### Zoomed window

Window x 77 to 102, y 77 to 102 µm. Cells in grey, sequential cells in the stronger grey; small squares are vias.
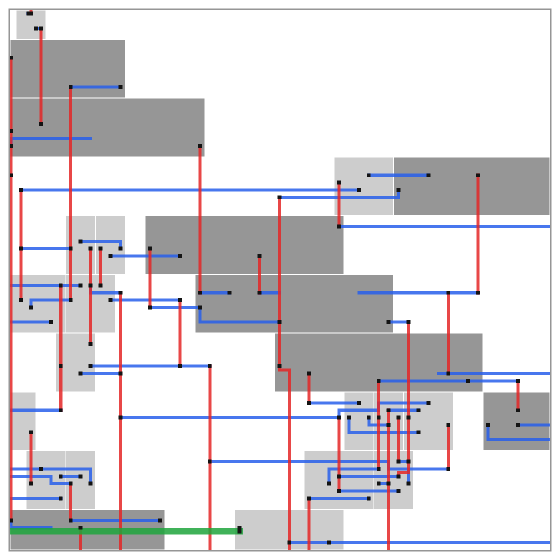
### Sequential cells coloured by netlist name

Drawn at 4 px/µm.
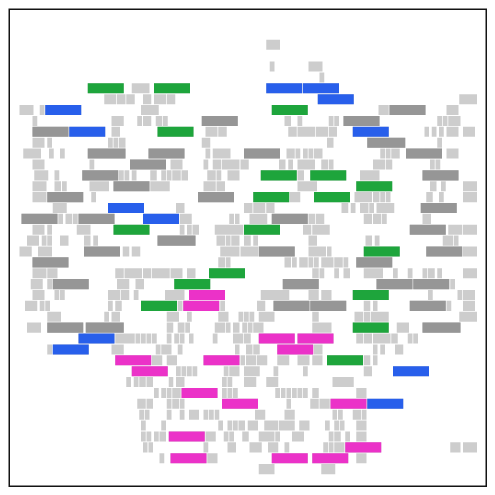
### Selected gate families

Drawn at 2 px/µm.
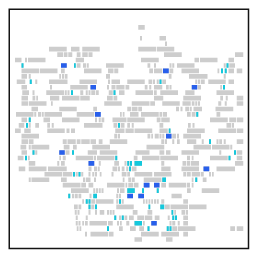
### Routing congestion

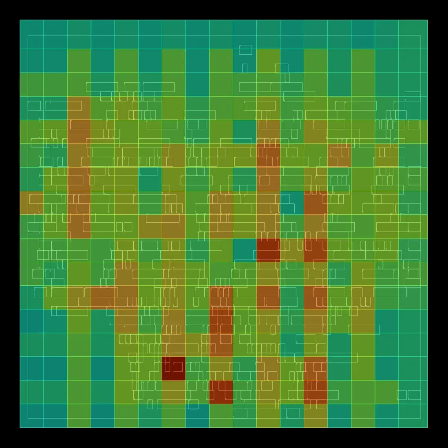
### Met1 routing

Drawn at 2 px/µm.
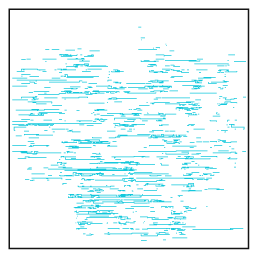
===== config.mk =====
export PLATFORM = sky130hd
export DESIGN_NAME = guitar_input_ctrl
export DESIGN_NICKNAME = d
export VERILOG_FILES = /design/src/rtl/guitar_input_ctrl_pkg.sv /design/src/rtl/guitar_input_ctrl_debounce.sv /design/src/rtl/guitar_input_ctrl.sv
export SDC_FILE = /design/constraint.sdc
export NUM_CORES = 1
export LEC_CHECK = 0
export ABC_AREA = 1
export CAP_MARGIN = 30
export CORE_MARGIN = 2
export CORE_UTILIZATION = 30
export CTS_BUF_LIST = sky130_fd_sc_hd__clkbuf_8
export DETAILED_ROUTE_END_ITERATION = 7
export PLACE_DENSITY = 0.48
export SETUP_SLACK_MARGIN = 0.02
export SLEW_MARGIN = 20
export SYNTH_ARGS = -nofsm -noshare
export SYNTH_HDL_FRONTEND = slang
export SYNTH_SLANG_ARGS = --single-unit

===== constraint.sdc =====
create_clock -name clock -period 1.8 [get_ports clock]
set_input_delay 0.36 -clock clock [delete_from_list [all_inputs] [get_ports clock]]
set_output_delay 0.36 -clock clock [all_outputs]
set_load 0.02 [all_outputs]

===== src/rtl/guitar_input_ctrl_pkg.sv =====
// Shared defaults and encodings for the guitar controller input front end.
package guitar_input_ctrl_pkg;
  localparam int DEF_NUM_PLAYERS    = 2;
  localparam int DEF_BTN_PER_PLAYER = 3;
  localparam int DEF_TICK_DIV       = 50000;
  localparam int DEF_DEBOUNCE_TICKS = 8;

  // STRUM_MODE encodings
  localparam int STRUM_ANY   = 0;
  localparam int STRUM_GATED = 1;

  // Counter width that stays >= 1 even for a modulus of 1
  function automatic int cnt_w(input int n);
    return (n > 1) ? $clog2(n) : 1;
  endfunction
endpackage


===== src/rtl/guitar_input_ctrl_debounce.sv =====
// One input channel: 2-FF synchroniser on the inverted pin, tick-paced debounce, edge pulses.
module guitar_input_ctrl_debounce
  import guitar_input_ctrl_pkg::*;
#(
  parameter int DEBOUNCE_TICKS = DEF_DEBOUNCE_TICKS
) (
  input  logic clock,
  input  logic resetn,
  input  logic tick,
  input  logic raw_n,
  output logic level,
  output logic rise,
  output logic fall
);
  localparam int CW = cnt_w(DEBOUNCE_TICKS);

  logic [1:0]    sync;
  logic          d, d_q;
  logic [CW-1:0] c;

  always_ff @(posedge clock or negedge resetn) begin
    if (!resetn) begin
      sync <= '0;
      d    <= 1'b0;
      d_q  <= 1'b0;
      c    <= '0;
    end else begin
      sync <= {sync[0], ~raw_n};
      d_q  <= d;
      // Any tick that agrees with d wipes the count, so bounces earn no credit
      if (tick) begin
        if (sync[1] == d) begin
          c <= '0;
        end else if (c == CW'(DEBOUNCE_TICKS - 1)) begin
          d <= sync[1];
          c <= '0;
        end else begin
          c <= c + 1'b1;
        end
      end
    end
  end

  assign level = d;
  assign rise  = d & ~d_q;
  assign fall  = ~d & d_q;
endmodule


===== src/rtl/guitar_input_ctrl.sv =====
// Guitar controller front end: shared debounce prescaler, per-channel debouncers,
// per-player chord capture with sticky event flags cleared by the processor.
module guitar_input_ctrl
  import guitar_input_ctrl_pkg::*;
#(
  parameter int NUM_PLAYERS    = DEF_NUM_PLAYERS,
  parameter int BTN_PER_PLAYER = DEF_BTN_PER_PLAYER,
  parameter int TICK_DIV       = DEF_TICK_DIV,
  parameter int DEBOUNCE_TICKS = DEF_DEBOUNCE_TICKS,
  parameter int STRUM_MODE     = STRUM_GATED
) (
  input  logic                                  clock,
  input  logic                                  resetn,
  input  logic [NUM_PLAYERS*BTN_PER_PLAYER-1:0] btn_n,
  input  logic [NUM_PLAYERS-1:0]                strum_n,
  output logic [NUM_PLAYERS*BTN_PER_PLAYER-1:0] held,
  output logic [NUM_PLAYERS*BTN_PER_PLAYER-1:0] press_pulse,
  output logic [NUM_PLAYERS*BTN_PER_PLAYER-1:0] release_pulse,
  output logic [NUM_PLAYERS-1:0]                note_valid,
  output logic [NUM_PLAYERS*BTN_PER_PLAYER-1:0] note_chord,
  output logic [NUM_PLAYERS-1:0]                evt_pending,
  input  logic [NUM_PLAYERS-1:0]                evt_ack,
  output logic                                  tick
);
  localparam int NCH = NUM_PLAYERS * BTN_PER_PLAYER;
  localparam int BPP = BTN_PER_PLAYER;
  localparam int PW  = cnt_w(TICK_DIV);

  logic [PW-1:0] cnt;

  assign tick = (cnt == PW'(TICK_DIV - 1));

  always_ff @(posedge clock or negedge resetn) begin
    if (!resetn) cnt <= '0;
    else         cnt <= tick ? '0 : cnt + 1'b1;
  end

  for (genvar i = 0; i < NCH; i++) begin : g_btn
    guitar_input_ctrl_debounce #(.DEBOUNCE_TICKS(DEBOUNCE_TICKS)) u_db (
      .clock (clock),
      .resetn(resetn),
      .tick  (tick),
      .raw_n (btn_n[i]),
      .level (held[i]),
      .rise  (press_pulse[i]),
      .fall  (release_pulse[i])
    );
  end

  logic [NUM_PLAYERS-1:0] strum_lvl, strum_rise, strum_fall;

  for (genvar p = 0; p < NUM_PLAYERS; p++) begin : g_strum
    guitar_input_ctrl_debounce #(.DEBOUNCE_TICKS(DEBOUNCE_TICKS)) u_db (
      .clock (clock),
      .resetn(resetn),
      .tick  (tick),
      .raw_n (strum_n[p]),
      .level (strum_lvl[p]),
      .rise  (strum_rise[p]),
      .fall  (strum_fall[p])
    );
  end

  // Strum level/release (and strum_rise in button mode) have no consumer here
  logic strum_unused;
  assign strum_unused = ^{strum_lvl, strum_fall, strum_rise};

  for (genvar p = 0; p < NUM_PLAYERS; p++) begin : g_ply
    logic [BPP-1:0] held_s, press_s, chord_r;
    logic           nv_r, pend_r;

    assign held_s  = held[p*BPP +: BPP];
    assign press_s = press_pulse[p*BPP +: BPP];

    always_ff @(posedge clock or negedge resetn) begin
      if (!resetn) begin
        chord_r <= '0;
        nv_r    <= 1'b0;
        pend_r  <= 1'b0;
      end else begin
        nv_r <= 1'b0;
        if (STRUM_MODE == STRUM_GATED) begin
          // An open strum still overwrites the chord, but raises no event
          if (strum_rise[p]) begin
            chord_r <= held_s;
            nv_r    <= |held_s;
          end
        end else if (|press_s) begin
          chord_r <= held_s | press_s;
          nv_r    <= 1'b1;
        end
        // New event beats a same-cycle ack so no event is silently lost
        pend_r <= nv_r | (pend_r & ~evt_ack[p]);
      end
    end

    assign note_chord[p*BPP +: BPP] = chord_r;
    assign note_valid[p]            = nv_r;
    assign evt_pending[p]           = pend_r;
  end
endmodule


==> metrics.csv <==
metric,value,unit
seq_share,43.2,%
logic_gate_count,263,
placed_area,4570,µm²
wl_met1,3450,µm
clkbuf_count,9,
vias,2696,
setup_violations,1,
antenna_found_initial,0,
top_area_cell,dfrtp_1,
routed-wl-met2,3180,µm
drv_cap,0,
lay_top_cells,"dfrtp_1 (77), nand2_1 (75), inv_1 (53)",
hold-path-cell-count,0,
ys_cells,429,
initial_utilization,31.0,%
violations,setup timing,
adder_share,5.37,%
wirelength,7040,µm
flops,82,
synthMuxAreaShare,0,%
fin_ws,-9.57,ps
dp.cells,639,
inv_count,54,
p_comb_share,3.0,%
vdd_drop_max,0.000374,V
seq_area,2060,µm²
drive_gt1_share,18.3,%
buf_share,13.7,%
crit_required,1440,ps
ant_nets,0,
ios,41,
pre_cts_slack,-146,ps
remaining_drc_errors,0,
max_stage_delay,370,ps
num_tap_cells,172,
grt_pass1_vias,2731,
finalPower,3.09,mW
status,"finished, violations left",
yosys_warnings,0,
grt_use_met3,3.30,%
grt_pass1_wl,12700,µm
numPortBuffers,40,
top_power_group,registers,
top_cell_area_share,51.8,%
simple_gate_share,23.2,%
die_x,119,µm
Notes on 'Zoomed window' above:
Red is metal 2. Green is metal 3. Blue is metal 1.
Sequential cells in the window: 7. 22 logic cells have their middle in the window. Most frequent: dfrtp_1 (6), nand2_1 (5). Netlist names of flops here include g_btn.u_db.sync (3), g_btn.u_db.level (2).

Notes on 'Sequential cells coloured by netlist name' above:
Magenta is cnt, flops 16, where bottom middle. Green is g_btn.u_db.c, flops 18. Blue is g_btn.u_db.sync, flops 12.
Another 36 sequential cells are not coloured.

Notes on 'Selected gate families' above:
Blue is xor and xnor cells, cells 14, most used xnor2_1. Cyan is nor cells, cells 52, most used nor2_1.

Notes on 'Routing congestion' above:
GRT met2 Usage: 17.9%
met1 usage: 14.2%
WL/cell: 10.7 µm
total track usage: 11.1%

Notes on 'Met1 routing' above:
The wires run mostly horizontal. 466 nets have wire on it. The layer carries 3450 µm of wire. The longest straight run is 36.8 µm. The layer holds 49% of the routed length.

